File: config.mk
export PLATFORM = sky130hd
export DESIGN_NAME = uart_receiver
export DESIGN_NICKNAME = d
export VERILOG_FILES = /design/src/rtl/uart_receiver.sv
export SDC_FILE = /design/constraint.sdc
export NUM_CORES = 1
export LEC_CHECK = 0
export CAP_MARGIN = 40
export CELL_PAD_IN_SITES_DETAIL_PLACEMENT = 0
export CELL_PAD_IN_SITES_GLOBAL_PLACEMENT = 1
export CORE_MARGIN = 2
export CORE_UTILIZATION = 35
export CTS_CLUSTER_DIAMETER = 40
export DETAILED_ROUTE_END_ITERATION = 16
export PLACE_DENSITY_LB_ADDON = 0.1
export SLEW_MARGIN = 15
export SYNTH_ARGS = -nofsm -noshare
export SYNTH_HDL_FRONTEND = slang
export SYNTH_SLANG_ARGS = --single-unit
export TNS_END_PERCENT = 50
File: constraint.sdc
create_clock -name clk -period 1.6 [get_ports clk]
set_input_delay 0.48 -clock clk [delete_from_list [all_inputs] [get_ports clk]]
set_output_delay 0.48 -clock clk [all_outputs]
set_load 0.005 [all_outputs]
File: src/rtl/uart_receiver.sv
// UART receive stage: 8N1 frames (8E1 when UART_RX_PARITY_EN is defined), mid-bit sampling,
// valid/ready holding register with framing, overrun and parity error pulses.
module uart_receiver #(
   parameter int CLKS_PER_BIT = 10416
) (
   input  logic       clk,
   input  logic       reset,
   input  logic       rxd,
   input  logic       rx_ready,
   output logic [7:0] rx_data,
   output logic       rx_valid,
   output logic       frame_err,
   output logic       overrun,
   output logic       parity_err,
   output logic       busy
);

   localparam int CW   = $clog2(CLKS_PER_BIT);
   localparam int HALF = CLKS_PER_BIT / 2;
   localparam logic [CW-1:0] HALF_M1 = CW'(HALF - 1);
   localparam logic [CW-1:0] FULL_M1 = CW'(CLKS_PER_BIT - 1);

   typedef enum logic [2:0] {
      S_IDLE,
      S_START,
      S_DATA,
`ifdef UART_RX_PARITY_EN
      S_PARITY,
`endif
      S_STOP,
      S_WAIT_IDLE
   } state_t;

   state_t        state, state_nxt;
   logic          rx_meta, rx_s;
   logic [CW-1:0] cnt, cnt_nxt;
   logic [2:0]    bit_idx, bit_idx_nxt;
   logic [7:0]    shift, shift_nxt;
   logic          deliver;
   logic          frame_err_nxt;
   logic          tick_half, tick_full;
`ifdef UART_RX_PARITY_EN
   logic          par_bad, par_bad_nxt;
   logic          parity_err_nxt;
`endif

   assign tick_half = (cnt == HALF_M1);
   assign tick_full = (cnt == FULL_M1);
   assign busy      = (state != S_IDLE);

   // NOTE: sequential state uses non-blocking assignments so every flop samples pre-edge values.
   always_ff @(posedge clk) begin
      if (reset) begin
         rx_meta <= 1'b1;
         rx_s    <= 1'b1;
         state   <= S_IDLE;
         cnt     <= '0;
         bit_idx <= '0;
         shift   <= '0;
`ifdef UART_RX_PARITY_EN
         par_bad <= 1'b0;
`endif
      end else begin
         rx_meta <= rxd;
         rx_s    <= rx_meta;
         state   <= state_nxt;
         cnt     <= cnt_nxt;
         bit_idx <= bit_idx_nxt;
         shift   <= shift_nxt;
`ifdef UART_RX_PARITY_EN
         par_bad <= par_bad_nxt;
`endif
      end
   end

   // NOTE: every output of this block gets a default first, so no path can infer a latch.
   always_comb begin
      state_nxt     = state;
      cnt_nxt       = cnt + CW'(1);
      bit_idx_nxt   = bit_idx;
      shift_nxt     = shift;
      deliver       = 1'b0;
      frame_err_nxt = 1'b0;
`ifdef UART_RX_PARITY_EN
      par_bad_nxt    = par_bad;
      parity_err_nxt = 1'b0;
`endif
      unique case (state)
         S_IDLE: begin
            cnt_nxt = '0;
            if (!rx_s) state_nxt = S_START;
         end
         S_START: begin
            if (tick_half) begin
               cnt_nxt = '0;
               if (rx_s) begin
                  state_nxt = S_IDLE;
               end else begin
                  state_nxt   = S_DATA;
                  bit_idx_nxt = '0;
               end
            end
         end
         S_DATA: begin
            if (tick_full) begin
               cnt_nxt            = '0;
               shift_nxt[bit_idx] = rx_s;
               if (bit_idx == 3'd7) begin
`ifdef UART_RX_PARITY_EN
                  state_nxt = S_PARITY;
`else
                  state_nxt = S_STOP;
`endif
               end else begin
                  bit_idx_nxt = bit_idx + 3'd1;
               end
            end
         end
`ifdef UART_RX_PARITY_EN
         S_PARITY: begin
            if (tick_full) begin
               cnt_nxt     = '0;
               par_bad_nxt = (rx_s != ^shift);
               state_nxt   = S_STOP;
            end
         end
`endif
         S_STOP: begin
            if (tick_full) begin
               cnt_nxt       = '0;
               frame_err_nxt = !rx_s;
`ifdef UART_RX_PARITY_EN
               parity_err_nxt = par_bad;
               deliver        = rx_s && !par_bad;
`else
               deliver        = rx_s;
`endif
               // A low stop bit may be a break; wait for the line to recover before rearming.
               state_nxt = rx_s ? S_IDLE : S_WAIT_IDLE;
            end
         end
         S_WAIT_IDLE: begin
            cnt_nxt = '0;
            if (rx_s) state_nxt = S_IDLE;
         end
         default: state_nxt = S_IDLE;
      endcase
   end

   always_ff @(posedge clk) begin
      if (reset) begin
         rx_data   <= 8'h00;
         rx_valid  <= 1'b0;
         frame_err <= 1'b0;
         overrun   <= 1'b0;
      end else begin
         frame_err <= frame_err_nxt;
         overrun   <= deliver && rx_valid && !rx_ready;
         if (deliver && !(rx_valid && !rx_ready)) begin
            rx_data  <= shift;
            rx_valid <= 1'b1;
         end else if (rx_valid && rx_ready) begin
            rx_valid <= 1'b0;
         end
      end
   end

`ifdef UART_RX_PARITY_EN
   always_ff @(posedge clk) begin
      if (reset) parity_err <= 1'b0;
      else       parity_err <= parity_err_nxt;
   end
`else
   assign parity_err = 1'b0;
`endif

endmodule

### Signal wires on met1

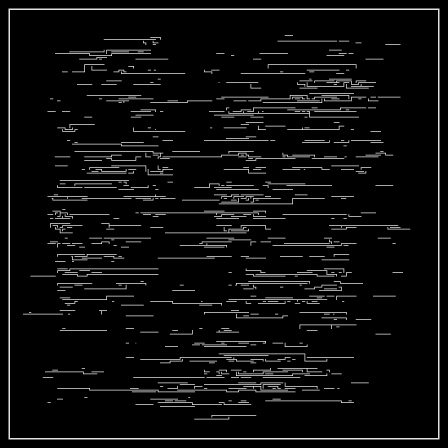
wire length on this layer: 2,120 um
longest straight run: 22.1 um
nets with wire on the layer: 255
main direction: horizontal
share of all routed wire: 44%
met1 Use GR: 18.95%
routed wire length: 4791 um
Via Count: 1,742

### The metal 2 layer

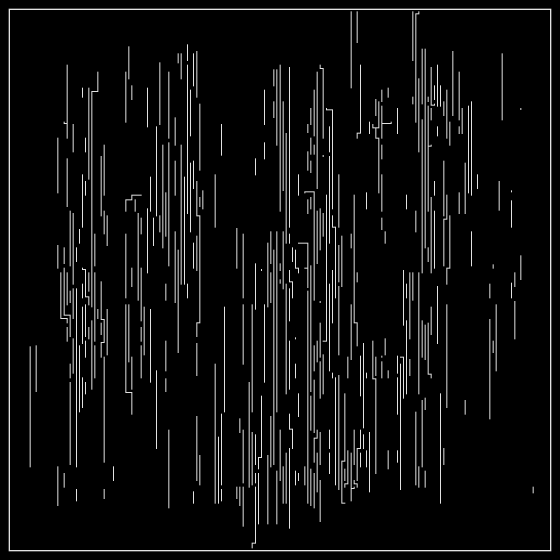
nets with wire on the layer: 240
share of all routed wire: 51%
M2 GR Usage: 29.67%

### Signal wires on met3

The bar under the picture is 20 um long. Cells faint in the background.
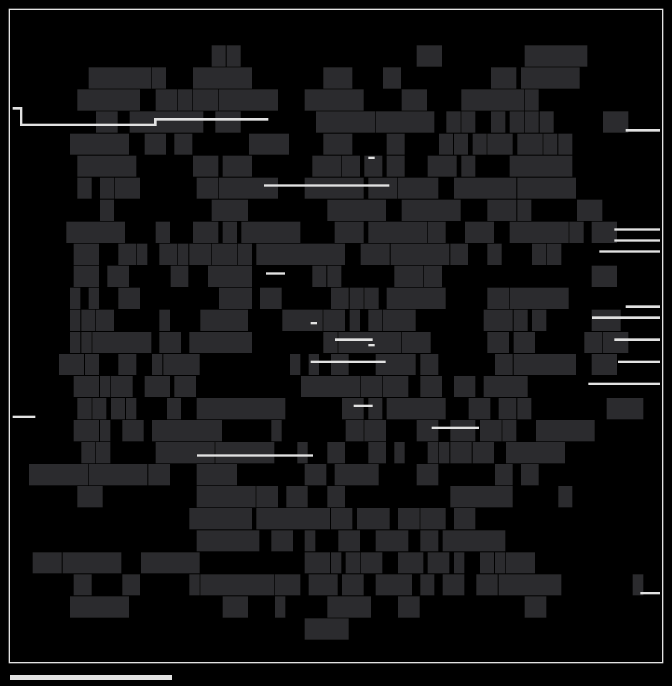
share of all routed wire: 3.0%
longest straight run: 16.6 um
main direction: horizontal
nets with wire on the layer: 16
met3 Usage GRT: 3.146%

### Track usage over the die

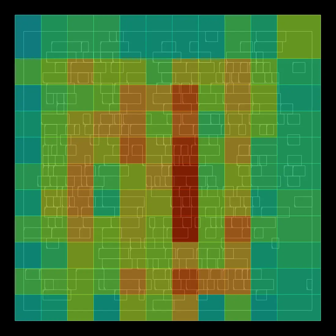
wire length per cell: 14.01 um
busiest grt layer: met2
Tot GR Track Use: 16.31%

==> flow_summary.toml <==
# yosys + openroad results
[final_layout]
fin_util_pct = 49.61
area_dominant_class = "combinational gates"
seq-cell-share_pct = 30.18
diodes = 0
clock_cell_area_share_pct = 4.977

[yosys]
ys_warn_count = 0
syn_area_um2 = 2047
yosysUniqueCellTypes = 49
ys_dominant_reg_cell = "dfxtp_1"

[timing]
worst_slack_ns = -0.08269
rsz0062_at_grt = "true"
final_hold_viol_count = 0
setup_viol = 3

[outcome]
violations = "negative setup slack"
outcome = "complete, but fails checks"

[cts]
cts_buffer_depth = 2
hold_buffers = 0
clkSinkCount = 41
clockRootBuffer = "clkbuf_8"

[floorplanning]
core_area_um2 = 5574
boundaryPins = 17

[pwr]
p_per_area_nw_per_um2 = 758.3

[routing]
met2_length_um = 2445

[critical_path]
cpPeakStageDelay_ns = 0.39
r2r_cells = 6

[placed_design]
dp_cells = 331
-- worst max-delay path, delay by kind of cell, from the launching register on --
kind            cells  cell delay (ns)
compound gates      3             0.53
simple gates        1             0.39
flops               1             0.34
fa+ha+maj           2             0.31
-- routing by layer --
metal | up-vias | track usage (%)
li1 | 880 | -
met2 | 24 | 29.67
met4 | 0 | 5.593
met5 | - | 0
met1 | 828 | 18.95
met3 | 10 | 3.146
-- synthesized netlist by cell type (3+ instances only) --
master,n,share of area (%)
dfxtp_1,41,40
nand3_1,17,4.2
nor3_1,17,4.2
a21oi_1,12,2.9
nand2b_1,12,3.7
xnor2_1,11,4.7
nor2_1,10,1.8
mux2i_1,9,4.4
nand2_1,9,1.7
o21ai_0,9,2.2
inv_1,7,1.3
nand4_1,7,2.1
buf_4,5,1.8
buf_2,3,0.73
ha_1,3,1.8
nor4_1,3,0.92
nor4b_2,3,2.2
-- worst min path at each step --
stage	slack [ns]	endpoint	from	cells past startpoint
CTS	0.42	rx_s	rx_meta	1
global route	0.44	rx_s	rx_meta	1
global placement	0.39	rx_s	rx_meta	1
finish	0.41	rx_s	rx_meta	1
detailed placement	0.40	rx_s	rx_meta	1
floorplan	0.39	rx_s	rx_meta	1
-- state kept, by name (all words and copies together), names as in the netlist --
signal	count
cnt	14
rx_data	8
shift	8
bit_idx	3
state	3
frame_err	1
overrun	1
rx_meta	1
rx_s	1
rx_valid	1
-- report_power, final --
part	total, W	internal (W)	leakage, nW	switching, W
Clock	0.00101	0.000628	0.0687	0.000380
Sequential	0.00102	0.00102	0.336	0.00000186
Combinational	0.0000638	0.0000337	0.647	0.0000301
Total	0.00210	0.00168	1.05	0.000412
Power figures rest on the tool's default switching activity, not on a simulated workload.
